**src/rtl/alu_program_sequencer.sv**
```systemverilog
// Program sequencer for the BreadBoard ALU/accumulator: issues one stored {op_code, operand}
// instruction at a time, with inputA settled before each single execute cycle.
module alu_program_sequencer #(
    parameter int SETTLE     = 1,
    parameter int DEPTH_LOG2 = 4
) (
    input  logic                  clk,
    input  logic                  rst_n,
    input  logic                  prog_we,
    input  logic [DEPTH_LOG2-1:0] prog_addr,
    input  logic [19:0]           prog_data,
    input  logic                  start,
    output logic [3:0]            op_code,
    output logic [15:0]           inputA,
    input  logic [31:0]           alu_R,
    input  logic                  alu_error,
    output logic                  busy,
    output logic                  done,
    output logic [31:0]           result,
    output logic                  err_ovf,
    output logic                  err_divzero,
    output logic [DEPTH_LOG2-1:0] pc,
    output logic [DEPTH_LOG2:0]   instr_count
);

    localparam int DEPTH = 2**DEPTH_LOG2;

    localparam logic [3:0] OP_ADD   = 4'd0;
    localparam logic [3:0] OP_MOD   = 4'd1;
    localparam logic [3:0] OP_DIV   = 4'd2;
    localparam logic [3:0] OP_RESET = 4'd3;
    localparam logic [3:0] OP_SUB   = 4'd8;
    localparam logic [3:0] OP_NOOP  = 4'd13;
    localparam logic [3:0] OP_HALT  = 4'd14;

    localparam logic [DEPTH_LOG2-1:0] PC_MAX      = '1;
    localparam logic [DEPTH_LOG2-1:0] PC_ONE      = 1;
    localparam logic [DEPTH_LOG2:0]   CNT_ONE     = 1;
    localparam logic [2:0]            SETTLE_LAST = 3'(SETTLE - 1);

    typedef enum logic [1:0] {IDLE, FETCH, EXEC, DONE} state_t;

    logic [19:0] mem [DEPTH];

    state_t                state_q, state_d;
    logic [3:0]            op_code_q, op_code_d;
    logic [15:0]           inputA_q, inputA_d;
    logic                  busy_q, busy_d;
    logic                  done_q, done_d;
    logic [31:0]           result_q, result_d;
    logic                  err_ovf_q, err_ovf_d;
    logic                  err_divzero_q, err_divzero_d;
    logic [DEPTH_LOG2-1:0] pc_q, pc_d;
    logic [DEPTH_LOG2:0]   instr_count_q, instr_count_d;
    logic [15:0]           acc_low_q, acc_low_d;
    logic [2:0]            settle_cnt_q, settle_cnt_d;

    logic [19:0] cur_instr;
    logic [3:0]  cur_op;

    // Memory is only written in IDLE, so the instruction under pc is stable for a whole run.
    assign cur_instr = mem[pc_q];
    assign cur_op    = cur_instr[19:16];

    always_ff @(posedge clk) begin
        if (prog_we && state_q == IDLE) begin
            mem[prog_addr] <= prog_data;
        end
    end

    always_comb begin
        state_d       = state_q;
        op_code_d     = OP_NOOP;
        inputA_d      = inputA_q;
        busy_d        = busy_q;
        done_d        = 1'b0;
        result_d      = result_q;
        err_ovf_d     = err_ovf_q;
        err_divzero_d = err_divzero_q;
        pc_d          = pc_q;
        instr_count_d = instr_count_q;
        acc_low_d     = acc_low_q;
        settle_cnt_d  = settle_cnt_q;

        case (state_q)
            IDLE: begin
                if (start) begin
                    result_d      = '0;
                    err_ovf_d     = 1'b0;
                    err_divzero_d = 1'b0;
                    instr_count_d = '0;
                    pc_d          = '0;
                    acc_low_d     = '0;
                    settle_cnt_d  = '0;
                    busy_d        = 1'b1;
                    state_d       = FETCH;
                end
            end
            FETCH: begin
                if (settle_cnt_q == 3'd0 && cur_op == OP_HALT) begin
                    done_d  = 1'b1;
                    state_d = DONE;
                end else begin
                    inputA_d = cur_instr[15:0];
                    if (settle_cnt_q == SETTLE_LAST) begin
                        settle_cnt_d = '0;
                        op_code_d    = cur_op;
                        state_d      = EXEC;
                    end else begin
                        settle_cnt_d = settle_cnt_q + 3'd1;
                    end
                end
            end
            EXEC: begin
                result_d      = alu_R;
                instr_count_d = instr_count_q + CNT_ONE;
                err_ovf_d     = err_ovf_q | (alu_error & (cur_op == OP_ADD || cur_op == OP_SUB));
                // acc_low mirrors the ALU's inputB, which is what divides/modulos by.
                err_divzero_d = err_divzero_q |
                                ((cur_op == OP_MOD || cur_op == OP_DIV) && acc_low_q == 16'd0);
                acc_low_d     = (cur_op == OP_RESET) ? 16'd0 : alu_R[15:0];
                if (pc_q == PC_MAX) begin
                    done_d  = 1'b1;
                    state_d = DONE;
                end else begin
                    pc_d    = pc_q + PC_ONE;
                    state_d = FETCH;
                end
            end
            DONE: begin
                busy_d  = 1'b0;
                state_d = IDLE;
            end
            default: state_d = IDLE;
        endcase
    end

    always_ff @(posedge clk or negedge rst_n) begin
        if (!rst_n) begin
            state_q       <= IDLE;
            op_code_q     <= OP_NOOP;
            inputA_q      <= '0;
            busy_q        <= 1'b0;
            done_q        <= 1'b0;
            result_q      <= '0;
            err_ovf_q     <= 1'b0;
            err_divzero_q <= 1'b0;
            pc_q          <= '0;
            instr_count_q <= '0;
            acc_low_q     <= '0;
            settle_cnt_q  <= '0;
        end else begin
            state_q       <= state_d;
            op_code_q     <= op_code_d;
            inputA_q      <= inputA_d;
            busy_q        <= busy_d;
            done_q        <= done_d;
            result_q      <= result_d;
            err_ovf_q     <= err_ovf_d;
            err_divzero_q <= err_divzero_d;
            pc_q          <= pc_d;
            instr_count_q <= instr_count_d;
            acc_low_q     <= acc_low_d;
            settle_cnt_q  <= settle_cnt_d;
        end
    end

    assign op_code     = op_code_q;
    assign inputA      = inputA_q;
    assign busy        = busy_q;
    assign done        = done_q;
    assign result      = result_q;
    assign err_ovf     = err_ovf_q;
    assign err_divzero = err_divzero_q;
    assign pc          = pc_q;
    assign instr_count = instr_count_q;

endmodule

```
**config.mk**
```make
export PLATFORM = sky130hd
export DESIGN_NAME = alu_program_sequencer
export DESIGN_NICKNAME = d
export VERILOG_FILES = /design/src/rtl/alu_program_sequencer.sv
export SDC_FILE = /design/constraint.sdc
export NUM_CORES = 1
export LEC_CHECK = 0
export CAP_MARGIN = 20
export CORE_MARGIN = 5
export CORE_UTILIZATION = 39
export CTS_CLUSTER_DIAMETER = 30
export DETAILED_ROUTE_END_ITERATION = 6
export DONT_BUFFER_PORTS = 1
export HOLD_SLACK_MARGIN = 0.08
export SLEW_MARGIN = 40
export SYNTH_ARGS = -nofsm -noshare
export SYNTH_HDL_FRONTEND = slang
export SYNTH_SLANG_ARGS = --single-unit
```
**constraint.sdc**
```tcl
create_clock -name clk -period 3.7 [get_ports clk]
set_input_delay 1.11 -clock clk [delete_from_list [all_inputs] [get_ports clk]]
set_output_delay 1.11 -clock clk [all_outputs]
set_load 0.05 [all_outputs]
```
Run 1, clock distribution:
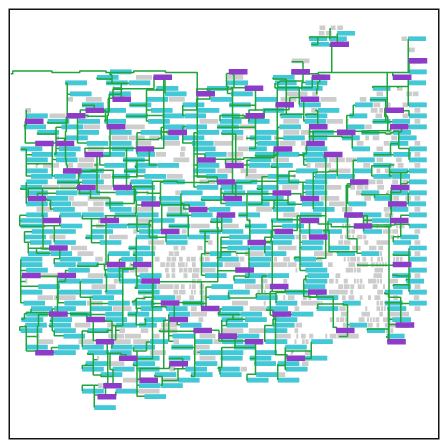
legend:
  clock wires:
    colour: green
    length: 5500 microns
  flip-flops:
    colour: cyan
    count: 406
  cells driving clock nets:
    colour: purple
    count: 85
routed clock nets: 86
worst skew pair latency: 0.59 ns
skew final: 0.02821 ns
clock network power share: 43.0%

Run 1, wires at chosen ports, followed through buffers:
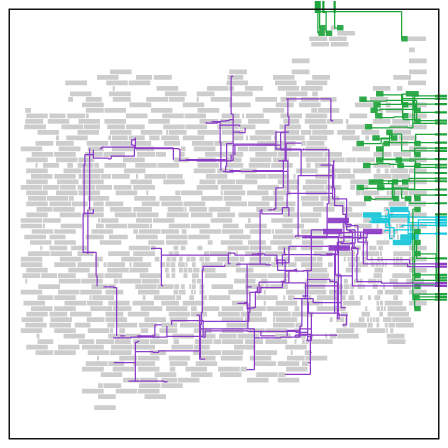
legend:
  `pc`:
    colour: purple
    direction: output
    edge: right
    end_cells: 4
    buffers: 4
    wire: 2640 microns
  `instr_count`:
    colour: cyan
    direction: output
    edge: right
    end_cells: 5
    buffers: 0
    wire: 195 microns
  `alu_R`:
    colour: green
    direction: input
    edge: 27 right, 5 top
    end_cells: 48
    buffers: 0
    wire: 1040 microns
number of I/O port buffers: 0
IO Count: 126

Run 1, cell placement:
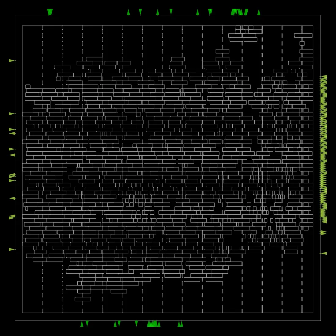
# fillers: 3242
Layout Cells excl Fill: 1442
final core utilization: 48.53%

Run 1, routed metal, one colour a layer:
The bar under the picture is 50 microns long.
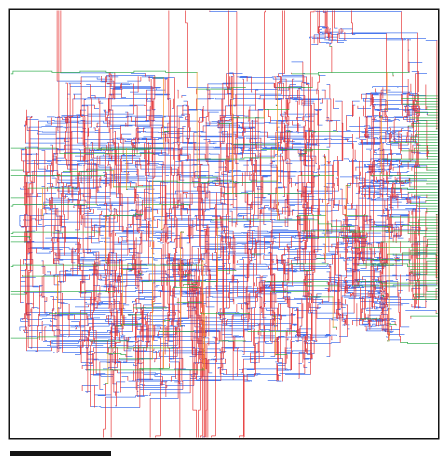
legend:
  met4:
    colour: orange
    wire_length: 813 microns
  met1:
    colour: blue
    wire_length: 14500 microns
  met3:
    colour: green
    wire_length: 2870 microns
  met2:
    colour: red
    wire_length: 16900 microns
GR Util All Layers: 15.71%
routed length per placed instance: 24.36 microns
via count: 7750

==> ci_impl_report.md, run 1 <==
## Implementation flow summary

| Metric | Value |
|---|---|
| Status | `finished clean` |
| Hold/Removal Path Class | `in2async` |
| Antenna Nets Post-Route | `0` |
| Grt met2 use | `24.95%` |
| P_sw | `5.184 mW` |
| Post-Syn Nets | `827` |
| Top routing layer used | `met4` |
| Cell Area, Synth | `between 15000 and 20000 sq um` |
| Final #Nets | `915` |
| Hpwl dp | `21.39 mm` |
| DR vias/cell | `5.374` |
| H-tree levels | `3` |
| Max Fclk | `329.1 MHz` |
| Area growth, synth to finish | `22.45%` |
| Synth flops | `about 400` |
| Met3 Routed Length | `~2.9 mm` |
| Drt first pass iters | `5` |
| CP max-delay cell | `dfrtp_4` |
| Register area | `~12000 sq um` |
| Gr busiest metal | `met2` |
| Yosys chip area | `15820 sq um` |
| Most common cell in the netlist | `edfxtp_1` |
| Area contributors post-synth | `edfxtp_1 (61%), dfrtp_1 (13%), mux4_2 (11%)` |
| Critical path type | `reg2reg` |
| Worst R2R End | `inputA[1]` |
| Post-Synthesis Cells | `~760` |
| Pwr/cell area | `876.8 nW/um^2` |
| Leak pwr | `between 6 and 7 nW` |
| Maximum VDD drop | `0.4543 mV` |
| Die height | `211.4 microns` |
| Asr flop ratio synth | `21.18%` |
| Post-CTS Setup Bufs | `0` |
| Finish-stage setup viols | `0` |
| Yosys top cell by area | `edfxtp_1` |
| Clock buffer count from CTS | `85` |
| Row cnt | `73` |
| Final worst-path cycle share | `a little over 80%` |
| Worst r2r src | `pc[0]` |
| Max Cap Viol | `0` |
| Logic area | `3800 sq um` |
| Area share of the largest cell type after synthesis | `between 60 and 70%` |
| Crit path time final | `3.039 ns` |
| Synthesized area per cell | `20.87 sq um` |
| Synth Warn # | `0` |
| Die X | `211.4 microns` |
| CP max FO | `31` |
| Met1 wire length | `14.51 mm` |
| CTS tree | `done` |
| Initial drt markers | `589` |
| Ys flop type | `edfxtp_1` |
| Worst setup SP type | `register` |
| First-pass GRT wire length | `52.75 mm` |
| Switching portion of total power | `30.52%` |
| RSZ-0062 raised after global routing | `false` |
| Pin count of the biggest net entering global routing | `87` |
| P_int | `about 12 mW` |
| Grt total ovfl | `0` |
| Seq/Total Area, Yosys | `74.37%` |
| Clk sink count | `approximately 410` |
| Final Hold Fails | `0` |
| Met3 usage | `5.216%` |
| PostCTS Resize Cnt | `0` |
| Cell Chain, Critical Path | `mux4_1 -> a22oi_2 -> nand3_2 -> nor2_2 -> a31o_1 -> buf_4 -> mux2_2` |
| GR Util met1 | `roughly 21%` |
| Final GP Congestion | `0.7571` |
| Tightest Pin Transition | `0.7430 ns` |
| DRC viols | `0` |
| Die ar. | `44690 sq um` |
| Initial antenna violation count | `0` |
| Clock transition at the registers of the reported paths | `0.05 ns` |
| Worst stage delay on the critical path | `a little under 0.8 ns` |
| Layout cells sized above 1 | `32.50%` |
| Slew HR | `approximately half` |
| Antenna Cells | `0` |
| Initial core utilization | `39.64%` |
| Max-slew violation count | `0` |
| Netlist cell types | `56` |
| Critical Path End Type | `register` |
| Worst Path Required | `4.17 ns` |
| Seq pwr share | `40.3%` |
| CTS max path bufs | `3` |
| Top cells by count | `edfxtp_1 (320), dfrtp_1 (83), mux4_2 (77)` |
| Met2 Routed Length | `16.94 mm` |
-- run 1: layout make-up --
class / count / area share [%]
Tap cell: 525 / 3.391
Clock inverter: 57 / 2.971
Multi-Input combinational cell: 306 / 19.62
Sequential cell: 406 / 60.78
Inverter: 8 / 0.1550
Timing Repair Buffer: 39 / 1.576
Clock buffer: 101 / 11.51
-- run 1: cells by family after synthesis --
kind of cell	after synthesis	synth area share [%]
adder cells (fa/ha/maj)	8	0.6327
multiplexers	119	15.51
buffers and inverters	46	2.048
AND-OR/OR-AND	79	4.176
flip-flops	406	74.37
AND/OR/NAND/NOR	95	2.990
XOR/XNOR	5	0.2768
-- run 1: cell usage in the layout, fill, tap and decap left out, types with 8 or more instances in the layout --
cell type / n
nand2_1: 21
mux2_4: 9
nand3_1: 10
nor2_1: 13
edfxtp_1: 320
dfrtp_1: 79
nor2_2: 13
a22o_1: 33
clkbuf_16: 87
inv_1: 8
ha_1: 8
buf_4: 38
mux2i_1: 10
clkinvlp_4: 9
a32o_1: 17
clkinv_2: 13
clkbuf_1: 14
mux2_2: 8
mux4_2: 77
clkinv_1: 12
mux4_1: 15
inv_6: 8
bufinv_16: 9
-- run 1: metrics by stage --
stage	total power [mW]	instances	hold WS (ns)	worst slack, ns	area [sq um]
2_1_floorplan	9.182	758	0.4636	0.3332	15820
3_3_place_gp	9.799	1284	0.4719	0.5900	16570
3_5_place_dp	9.842	1284	0.4846	0.5926	16570
4_1_cts	17.20	1442	0.1905	0.5880	19370
5_1_grt	17.68	1442	0.2029	0.4805	19370
6_report	16.99	1442	0.2266	0.6614	19370
-- run 1: worst max path at each step --
| stage | startpoint | endpoint | slack [ns] | depth (start not counted) |
|---|---|---|---|---|
| after floorplan | prog_addr[2] | mem[0][0] | 0.33 | 2 |
| after global placement | pc[0] | inputA[0] | 0.59 | 7 |
| after detailed placement | pc[0] | inputA[1] | 0.59 | 7 |
| after CTS | pc[0] | inputA[1] | 0.59 | 7 |
| after global routing | pc[0] | inputA[0] | 0.48 | 7 |
| final | pc[0] | inputA[1] | 0.66 | 7 |
-- run 1: power groups by stage --
stage | Clock (mW) | Combinational [mW] | Sequential [mW]
3_3_place_gp | 0 | 2.84 | 6.96
5_1_grt | 7.66 | 3.09 | 6.93
3_5_place_dp | 0 | 2.88 | 6.96
4_1_cts | 7.42 | 2.90 | 6.88
2_1_floorplan | 0 | 2.50 | 6.68
6_report | 7.30 | 2.84 | 6.85
-- run 1: worst max-delay path, delay by kind of cell, from the launching register on --
family                 cells  cell delay, ns
AND/OR/NAND/NOR            2            0.38
AND-OR/OR-AND              2            0.37
multiplexers               2            1.03
flip-flops                 1            0.78
buffers and inverters      1            0.32
-- run 1: registers in the layout (all words and copies together) (netlist names) --
signal / cells
mem: 320
result: 32
acc_low_q: 16
inputA: 16
instr_count: 5
op_code: 4
pc: 4
settle_cnt_q: 3
state_q: 2
busy: 1
done: 1
err_divzero: 1
err_ovf: 1
Run 1, ports around the boundary:
Pins as bars across the die edge, other pins in grey.
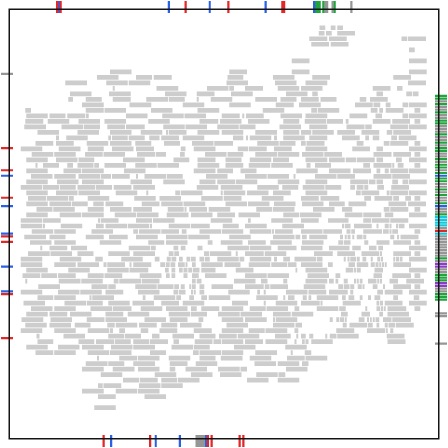

==> run 1 -> run 2 <==
==> constraint.sdc (replaced) <==
create_clock -name clk -period 2.9 [get_ports clk]
set_input_delay 0.87 -clock clk [delete_from_list [all_inputs] [get_ports clk]]
set_output_delay 0.87 -clock clk [all_outputs]
set_load 0.05 [all_outputs]
Run 2, ports around the boundary:
Pins as bars across the die edge, other pins in grey.
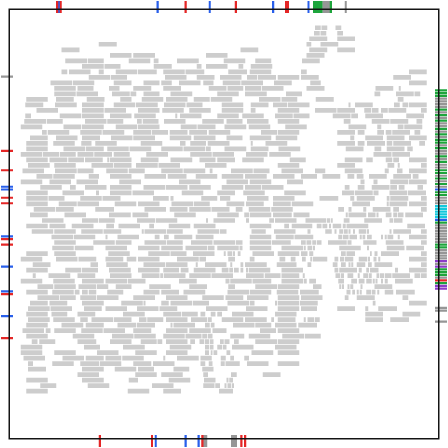
legend:
  `instr_count`:
    colour: cyan
    pins: 5
    direction: output
    edge: right
  `inputA`:
    colour: blue
    pins: 16
    direction: output
    edge: 6 left, 5 top, 3 bottom, 2 right
  `alu_R`:
    colour: green
    pins: 32
    direction: input
    edge: 26 right, 6 top
  `pc`:
    colour: purple
    pins: 4
    direction: output
    edge: right
  `prog_data`:
    colour: red
    pins: 20
    direction: input
    edge: 8 left, 6 top, 5 bottom, 1 right
all pins by edge: 76 right, 22 top, 15 left, 13 bottom

Run 2, cell placement:
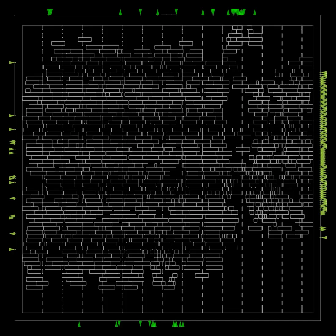
Layout Cells excl Fill: 1436
flop share of the area: 60.34%
row cnt: 73

Run 2, routed metal, one colour a layer:
The bar under the picture is 50 microns long.
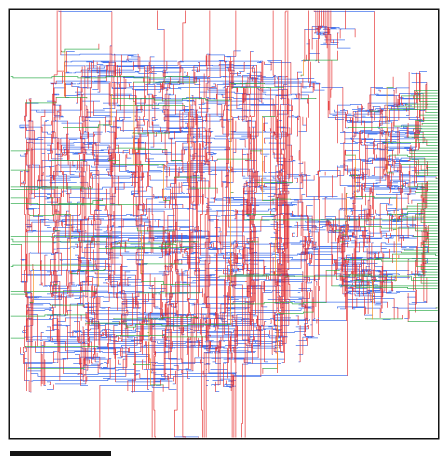
legend:
  met2:
    colour: red
    wire_length: 17300 microns
  met3:
    colour: green
    wire_length: 2940 microns
  met1:
    colour: blue
    wire_length: 14300 microns
  met4:
    colour: orange
    wire_length: 601 microns
final WL: 35.11 mm
routed length per placed instance: 24.45 microns
via count: 7717
GR Util All Layers: 15.90%

==> ci_impl_report.md, run 2 <==
## Implementation flow summary

| Metric | Value |
|---|---|
| Yosys top cell by area | `edfxtp_1` |
| Clk sink count | `406 (unchanged)` |
| Initial core utilization | `39.64% (unchanged)` |
| Ys flop type | `edfxtp_1` |
| Critical Path End Type | `register` |
| Most common cell in the netlist | `edfxtp_1` |
| Synth flops | `406 (unchanged)` |
| Final #Nets | `913 (-0.22%)` |
| Drt first pass iters | `4 (-1)` |
| Worst setup SP type | `register` |
| Register area | `11780 sq um (unchanged)` |
| Setup WS post-layout | `0.2351 ns (-0.4263 ns)` |
| Grt total ovfl | `0 (unchanged)` |
| CP max-delay cell | `dfrtp_4` |
| Worst Path Required | `3.37 ns (-0.80 ns)` |
| Synth Warn # | `0 (unchanged)` |
| Area growth, synth to finish | `23.35%` |
| Worst R2R End | `acc_low_q[11]` |
| Critical path type | `reg2reg` |
| Worst r2r src | `pc[0]` |
| Most frequent cells in the layout | `edfxtp_1 (320), clkbuf_16 (80), dfrtp_1 (79), mux4_2 (77), buf_4 (36)` |
| Max Cap Viol | `0 (unchanged)` |
| Die ar. | `44690 sq um (unchanged)` |
| Synthesized area per cell | `20.87 sq um (unchanged)` |
| Final hold slack | `0.1279 ns (-0.09865 ns)` |
| Worst skew pair latency | `0.60 ns (about the same)` |
| Tightest Pin Transition | `0.5875 ns (-0.1556 ns)` |
| Status | `finished clean` |
| DRC viols | `0 (unchanged)` |
| CTS tree | `done` |
| CTS max path bufs | `3 (unchanged)` |
| Skew final | `0.02226 ns (-0.005951 ns)` |
| H-tree levels | `3 (unchanged)` |
| Antenna Nets Post-Route | `0 (unchanged)` |
| Initial drt markers | `582 (-1.2%)` |
| Hpwl dp | `19.82 mm (-7.3%)` |
| Layout cells sized above 1 | `33.15% (+0.65 points)` |
| Number of I/O port buffers | `0 (unchanged)` |
| Post-Syn Nets | `827 (unchanged)` |
| Commonest Layout Cell | `edfxtp_1` |
| Yosys chip area | `15820 sq um (unchanged)` |
| R2R depth | `7` |
| Post-route cell area | `19510 sq um (+0.73%)` |
| # fillers | `3236 (-0.19%)` |
| Finish-stage setup viols | `0 (unchanged)` |
| Max reg flops | `320 (unchanged)` |
| IO Count | `126 (unchanged)` |
| Die height | `211.4 microns (unchanged)` |
| Top cells by count | `edfxtp_1 (320), dfrtp_1 (83), mux4_2 (77)` |
| Pwr/cell area | `1116 nW/um^2 (+27%)` |
| Ys cells | `758` |
| Clock buffer count from CTS | `79 (-7.1%)` |
| Post-CTS Setup Bufs | `0 (unchanged)` |
| RSZ-0062 raised after global routing | `false` |
| Cell Chain, Critical Path | `buf_4 -> mux4_1 -> nand2_1 -> and3_2 -> nor2b_1 -> nand3_4 -> a32o_1` |
| CP max FO | `16 (-48%)` |
| Clock transition at the registers of the reported paths | `0.05 ns (about the same)` |
| Area contributors post-synth | `edfxtp_1 (61%), dfrtp_1 (13%), mux4_2 (11%)` |
| Initial antenna violation count | `0 (unchanged)` |
| Pre-CTS WS | `0.1659 ns (-0.4267 ns)` |
| Final core utilization | `48.89% (+0.35 points)` |
| Crit path time final | `2.665 ns (-0.3737 ns)` |
| Cell Area, Synth | `15820 sq um (unchanged)` |
| Asr flop ratio synth | `21.18% (unchanged)` |
| Maximum VDD drop | `0.7376 mV (+62%)` |
| DP Area | `16680 sq um (+0.66%)` |
| Final GP Congestion | `0.7691 (+1.6%)` |
| Pin count of the biggest net entering global routing | `84 (-3.4%)` |
| Worst stage delay on the critical path | `0.59 ns (-0.19 ns)` |
| DR vias/cell | `5.374 (about the same)` |
| Area share of the largest cell type after synthesis | `60.74% (unchanged)` |
| Die X | `211.4 microns (unchanged)` |
| First-pass GRT wire length | `52.90 mm (+0.29%)` |
| Final Hold Fails | `0 (unchanged)` |
| Logic area | `3832 sq um (+0.86%)` |
| Netlist cell types | `56 (unchanged)` |
| Hold/Removal Path Class | `in2async` |
| Max-slew violation count | `0 (unchanged)` |
| Dpl cells | `1287 (+0.23%)` |
| Overall Power | `21.78 mW (+28%)` |
| Buf/Inv on CP | `1 (unchanged)` |
| Crit path max-delay family | `simple AND/OR/NAND/NOR gates` |
| Setup TNS | `0 ns` |
| Antenna Cells | `0 (unchanged)` |
| Slew HR | `59.72% (+9.4 points)` |
| Seq/Total Area, Yosys | `74.37% (unchanged)` |
| Core area | `about 40000 sq um` |
| Max Fclk | `375.2 MHz (+14%)` |
| Post-Synthesis Cells | `758 (unchanged)` |
| Largest reg by FF count | `mem` |
| Final worst-path cycle share | `91.89% (+9.8 points)` |
| Leak pwr | `6.746 nW (+0.28%)` |
-- run 2: cell counts after synthesis --
No cell type changed its count.
-- run 2: worst max path at each step --
stage / start / to / slack, ns / depth (start not counted)
6_report: pc[0] / acc_low_q[11] / 0.24 / 7
5_1_grt: pc[0] / acc_low_q[15] / 0.11 / 7
4_1_cts: pc[0] / acc_low_q[11] / 0.15 / 7
3_5_place_dp: pc[0] / acc_low_q[5] / 0.17 / 7
3_3_place_gp: pc[0] / acc_low_q[6] / 0.23 / 7
2_1_floorplan: pc[0] / inputA[10] / 0.14 / 9
-- run 2: cell families after synthesis --
kind of cell               share of synthesized area [%]
xor gates and xnor gates                          0.2768
buffers and inverters                              2.048
muxes                                              15.51
DFF                                                74.37
adders and majority gates                         0.6327
and+or+nand+nor                                    2.990
AOI/OAI and AO/OA                                  4.176
-- run 2: timing repair --
action	4_1_cts	5_1_grt
hold endpoints to repair	83	0
hold buffers	1	0
gates resized	0	1
endpoints found under the setup margin	0	4
-- run 2: metal layers --
| layer | up-vias | wire (microns) | share of wire [%] | GRT usage, % |
|---|---|---|---|---|
| met3 | 51 | 2940 | 8.4 | 5.824 |
| met5 | - | 0 | 0 | 0 |
| li1 | 3342 | - | - | - |
| met2 | 260 | 17300 | 49 | 26.06 |
| met1 | 4064 | 14270 | 41 | 20.14 |
| met4 | 0 | 601 | 1.7 | 4.420 |
-- run 2: power by group --
| group | internal [mW] | switching (mW) | leakage, nW |
|---|---|---|---|
| sequential | 6.87 | 1.77 | 3.96 |
| clock | 6.17 | 3.09 | 1.32 |
| combinational | 2.01 | 1.87 | 1.47 |
-- run 2: cell type report --
type,instances,area share (%)
clock inverters,55,3.745
inverters,8,0.1539
clock buffers,93,10.61
repair buffers,43,2.142
flip-flops and latches,406,60.34
well taps,525,3.366
multi-input cells,306,19.64
Power and IR drop assume default switching activity.
